## src/rtl/shift_sequencer.sv

```systemverilog
// Command sequencer for an external parallel-load/shift register: decodes CLEAR, LOAD,
// SHIFT and LOAD_SHIFT commands into clear/load/shift strobes and returns the shifter contents.
module shift_sequencer #(
    parameter int unsigned WIDTH = 8,
    parameter int unsigned CNT_W = 4
) (
    input  logic             clk,
    input  logic             reset,
    input  logic             cmd_valid,
    output logic             cmd_ready,
    input  logic [1:0]       cmd_op,
    input  logic [WIDTH-1:0] cmd_data,
    input  logic [CNT_W-1:0] cmd_count,
    input  logic             cmd_asr,
    output logic             sh_clr_n,
    output logic             sh_load_n,
    output logic             sh_shift,
    output logic             sh_asr,
    output logic [WIDTH-1:0] sh_data,
    input  logic [WIDTH-1:0] sh_q,
    output logic             rsp_valid,
    input  logic             rsp_ready,
    output logic [WIDTH-1:0] rsp_data,
    output logic             busy
);

    localparam int unsigned WW = $clog2(WIDTH + 1);
    localparam int unsigned NW = (WW > CNT_W) ? WW : CNT_W;

    localparam logic [1:0] OP_CLEAR      = 2'b00;
    localparam logic [1:0] OP_LOAD       = 2'b01;
    localparam logic [1:0] OP_SHIFT      = 2'b10;
    localparam logic [1:0] OP_LOAD_SHIFT = 2'b11;

    typedef enum logic [2:0] {
        S_IDLE    = 3'd0,
        S_CLEAR   = 3'd1,
        S_LOAD    = 3'd2,
        S_SHIFT   = 3'd3,
        S_CAPTURE = 3'd4,
        S_RESP    = 3'd5
    } state_t;

    state_t            state_q, state_d;
    logic [NW-1:0]     cnt_q, cnt_d;
    logic [NW-1:0]     n_eff_c;
    logic [1:0]        op_q;
    logic              asr_q;
    logic              asr_c;
    logic              accept_c;
    logic [WIDTH-1:0]  data_q;
    logic [WIDTH-1:0]  rsp_data_q;
    logic              rsp_valid_q, rsp_valid_d;
    logic              cmd_ready_q;
    logic              busy_q;
    logic              sh_clr_n_q;
    logic              sh_load_n_q;
    logic              sh_shift_q;
    logic              sh_asr_q;

    assign accept_c = cmd_valid & cmd_ready_q;
    assign n_eff_c  = (NW'(cmd_count) > NW'(WIDTH)) ? NW'(WIDTH) : NW'(cmd_count);
    assign asr_c    = accept_c ? cmd_asr : asr_q;

    // Next state and shift-count bookkeeping
    always_comb begin
        state_d     = state_q;
        cnt_d       = cnt_q;
        rsp_valid_d = 1'b0;
        case (state_q)
            S_IDLE: begin
                if (accept_c) begin
                    cnt_d = n_eff_c;
                    case (cmd_op)
                        OP_CLEAR:      state_d = S_CLEAR;
                        OP_SHIFT:      state_d = (n_eff_c != '0) ? S_SHIFT : S_CAPTURE;
                        OP_LOAD:       state_d = S_LOAD;
                        OP_LOAD_SHIFT: state_d = S_LOAD;
                        default:       state_d = S_LOAD;
                    endcase
                end
            end
            S_CLEAR:   state_d = S_CAPTURE;
            S_LOAD:    state_d = ((op_q == OP_LOAD_SHIFT) && (cnt_q != '0)) ? S_SHIFT : S_CAPTURE;
            S_SHIFT: begin
                cnt_d = cnt_q - NW'(1);
                if (cnt_q <= NW'(1)) begin
                    state_d = S_CAPTURE;
                end
            end
            S_CAPTURE: state_d = S_RESP;
            S_RESP: begin
                // rsp_valid trails entry into RESP by one cycle; only a seen handshake retires it
                if (rsp_valid_q && rsp_ready) begin
                    state_d = S_IDLE;
                end else begin
                    rsp_valid_d = 1'b1;
                end
            end
            default:   state_d = S_IDLE;
        endcase
    end

    // State, command registers and registered Moore decodes of the next state
    always_ff @(posedge clk) begin
        if (reset) begin
            state_q     <= S_IDLE;
            cnt_q       <= '0;
            op_q        <= OP_CLEAR;
            asr_q       <= 1'b0;
            data_q      <= '0;
            rsp_data_q  <= '0;
            rsp_valid_q <= 1'b0;
            cmd_ready_q <= 1'b1;
            busy_q      <= 1'b0;
            sh_clr_n_q  <= 1'b1;
            sh_load_n_q <= 1'b1;
            sh_shift_q  <= 1'b0;
            sh_asr_q    <= 1'b0;
        end else begin
            state_q     <= state_d;
            cnt_q       <= cnt_d;
            rsp_valid_q <= rsp_valid_d;
            if (accept_c) begin
                op_q   <= cmd_op;
                data_q <= cmd_data;
                asr_q  <= cmd_asr;
            end
            if (state_q == S_CAPTURE) begin
                rsp_data_q <= sh_q;
            end
            cmd_ready_q <= (state_d == S_IDLE);
            busy_q      <= (state_d != S_IDLE);
            sh_clr_n_q  <= (state_d != S_CLEAR);
            sh_load_n_q <= (state_d != S_LOAD);
            sh_shift_q  <= (state_d == S_SHIFT);
            sh_asr_q    <= (state_d == S_SHIFT) & asr_c;
        end
    end

    assign cmd_ready = cmd_ready_q;
    assign busy      = busy_q;
    assign sh_clr_n  = sh_clr_n_q;
    assign sh_load_n = sh_load_n_q;
    assign sh_shift  = sh_shift_q;
    assign sh_asr    = sh_asr_q;
    assign sh_data   = data_q;
    assign rsp_valid = rsp_valid_q;
    assign rsp_data  = rsp_data_q;

endmodule

```

## config.mk

```make
export PLATFORM = sky130hd
export DESIGN_NAME = shift_sequencer
export DESIGN_NICKNAME = d
export VERILOG_FILES = /design/src/rtl/shift_sequencer.sv
export SDC_FILE = /design/constraint.sdc
export NUM_CORES = 1
export LEC_CHECK = 0
export ABC_CLOCK_PERIOD_IN_PS = 2200
export CORE_MARGIN = 3
export CORE_UTILIZATION = 44
export DETAILED_ROUTE_END_ITERATION = 8
export GPL_TIMING_DRIVEN = 1
export PLACE_DENSITY = 0.77
export SYNTH_ARGS = -nofsm -noshare
export SYNTH_HDL_FRONTEND = slang
export SYNTH_SLANG_ARGS = --single-unit
```

## constraint.sdc

```tcl
create_clock -name clk -period 2.2 [get_ports clk]
set_input_delay 0.22 -clock clk [delete_from_list [all_inputs] [get_ports clk]]
set_output_delay 0.22 -clock clk [all_outputs]
set_load 0.02 [all_outputs]
```

### M3 wires

Scale bar: 20 microns.
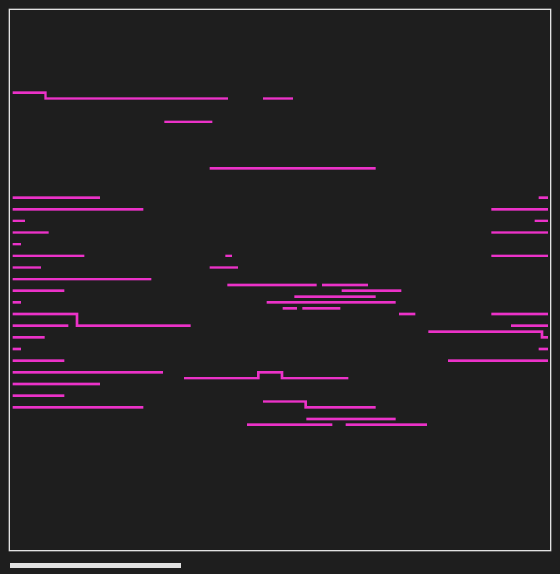
main direction = horizontal
longest straight run = 21.2 microns

### Clock wiring as the flow saved it

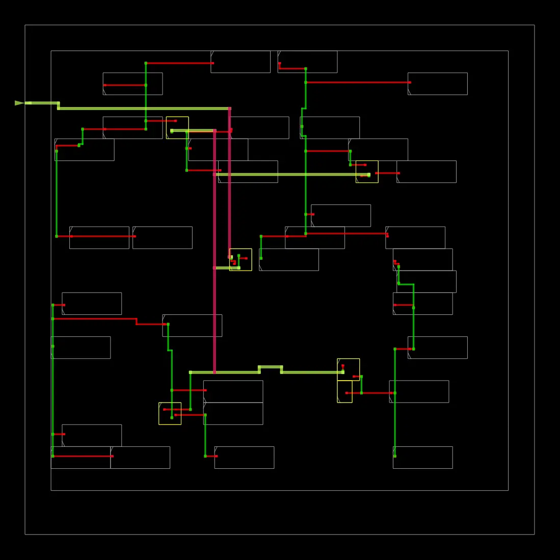
layout clock buffer count: 5
latest clock arrival within the worst-skew pair: 330 ps
Clock net power: 295 uW
Sink Count: 33
FF+latch count: 33

### Wiring heat map

Scale bar: 20 microns. 13 x 13 tiles, from dark blue (low) to red (high), scaled to the fullest tile. Values are wire area over tile area, all layers added.
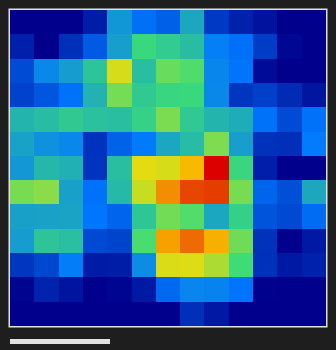
fullest tile = 0.54
mean over tiles = 0.15
tiles over half the peak = 17%
nearly empty tiles = 18%
Vias: 1326
Post-Route WL: 3630 microns
total track usage: 0.201

==> run_results.csv <==
group,metric,value,unit
finish,seq-cell-share,0.329,
logic_synthesis,yosys-stat-cells,158,
detailed_routing,vias_per_cell,5.22,
setup_path,crit_start,"cnt_q[0]$_SDFFE_PP0P_",
detailed_routing,highest_layer,"met4",
placement,port_buffers,49,
logic_synthesis,yosys_area,1430,sq um
flow_run,warnings,28,
detailed_routing,wl_met2,1750,microns
clock_network,cts_post_setup_buffers_inserted,0,
timing,slew_headroom,0.658,
run_status,run_status,"complete, no violations",
finish,final_nets,241,
logic_synthesis,ys_async_sr_fraction,0,
setup_path,critPathTopFamily,"simple AND/OR/NAND/NOR gates",
setup_path,worst-path-max-fanout,5,
setup_path,rrSetupSlack,250,ps
power_and_ir_drop,seqPwrFrac,0.453,
grt,grt_util_met2,0.339,
setup_path,critical_path.endpoint,"sh_load_n$_SDFF_PP1_",
grt,use_met3,0.0845,
setup_path,critPathLaunchType,"register",
timing,drv_slew,0,
grt,first_global_vias,1373,
die,die.size.y,63.0,microns
worst_hold_path,min-delay-start,"cmd_data[1]",
timing,fin_setup_tns,0,ps
clock_network,cts-buffers-inserted,5,
power_and_ir_drop,p_clk_frac,0.181,
finish,logic_gates,114,
finish,seq_area,661,sq um
die,fp.dieW,63.0,microns
clock_network,cts_resized,0,
logic_synthesis,yosysTopAreaCell,"dfxtp_1",
timing,setup_violations,0,
logic_synthesis,edf_count,0,
finish,n_antenna_cell,0,
cells by family (layout without fill, tap and decap cells):
kind of cell	Yosys count	in the layout	synth area share
AOI/OAI and AO/OA	33	33	0.160
adders and majority gates	3	3	0.0262
buffers and inverters	11	63	0.0393
DFF	33	33	0.462
muxes	8	8	0.0559
and+or+nand+nor	70	70	0.257
stage by stage:
step / setup slack (ps) / utilization / hold WS (ps) / total power, uW / instances
2_1_floorplan: 435 / - / 297 / 1120 / 158
3_3_place_gp: 292 / 0.639 / 441 / 1320 / 248
3_5_place_dp: 256 / 0.639 / 449 / 1340 / 248
4_1_cts: 252 / 0.652 / 418 / 1640 / 254
5_1_grt: 162 / 0.652 / 432 / 1730 / 254
6_report: 248 / 0.652 / 431 / 1630 / 254
Power is estimated from default activity; no workload was simulated.
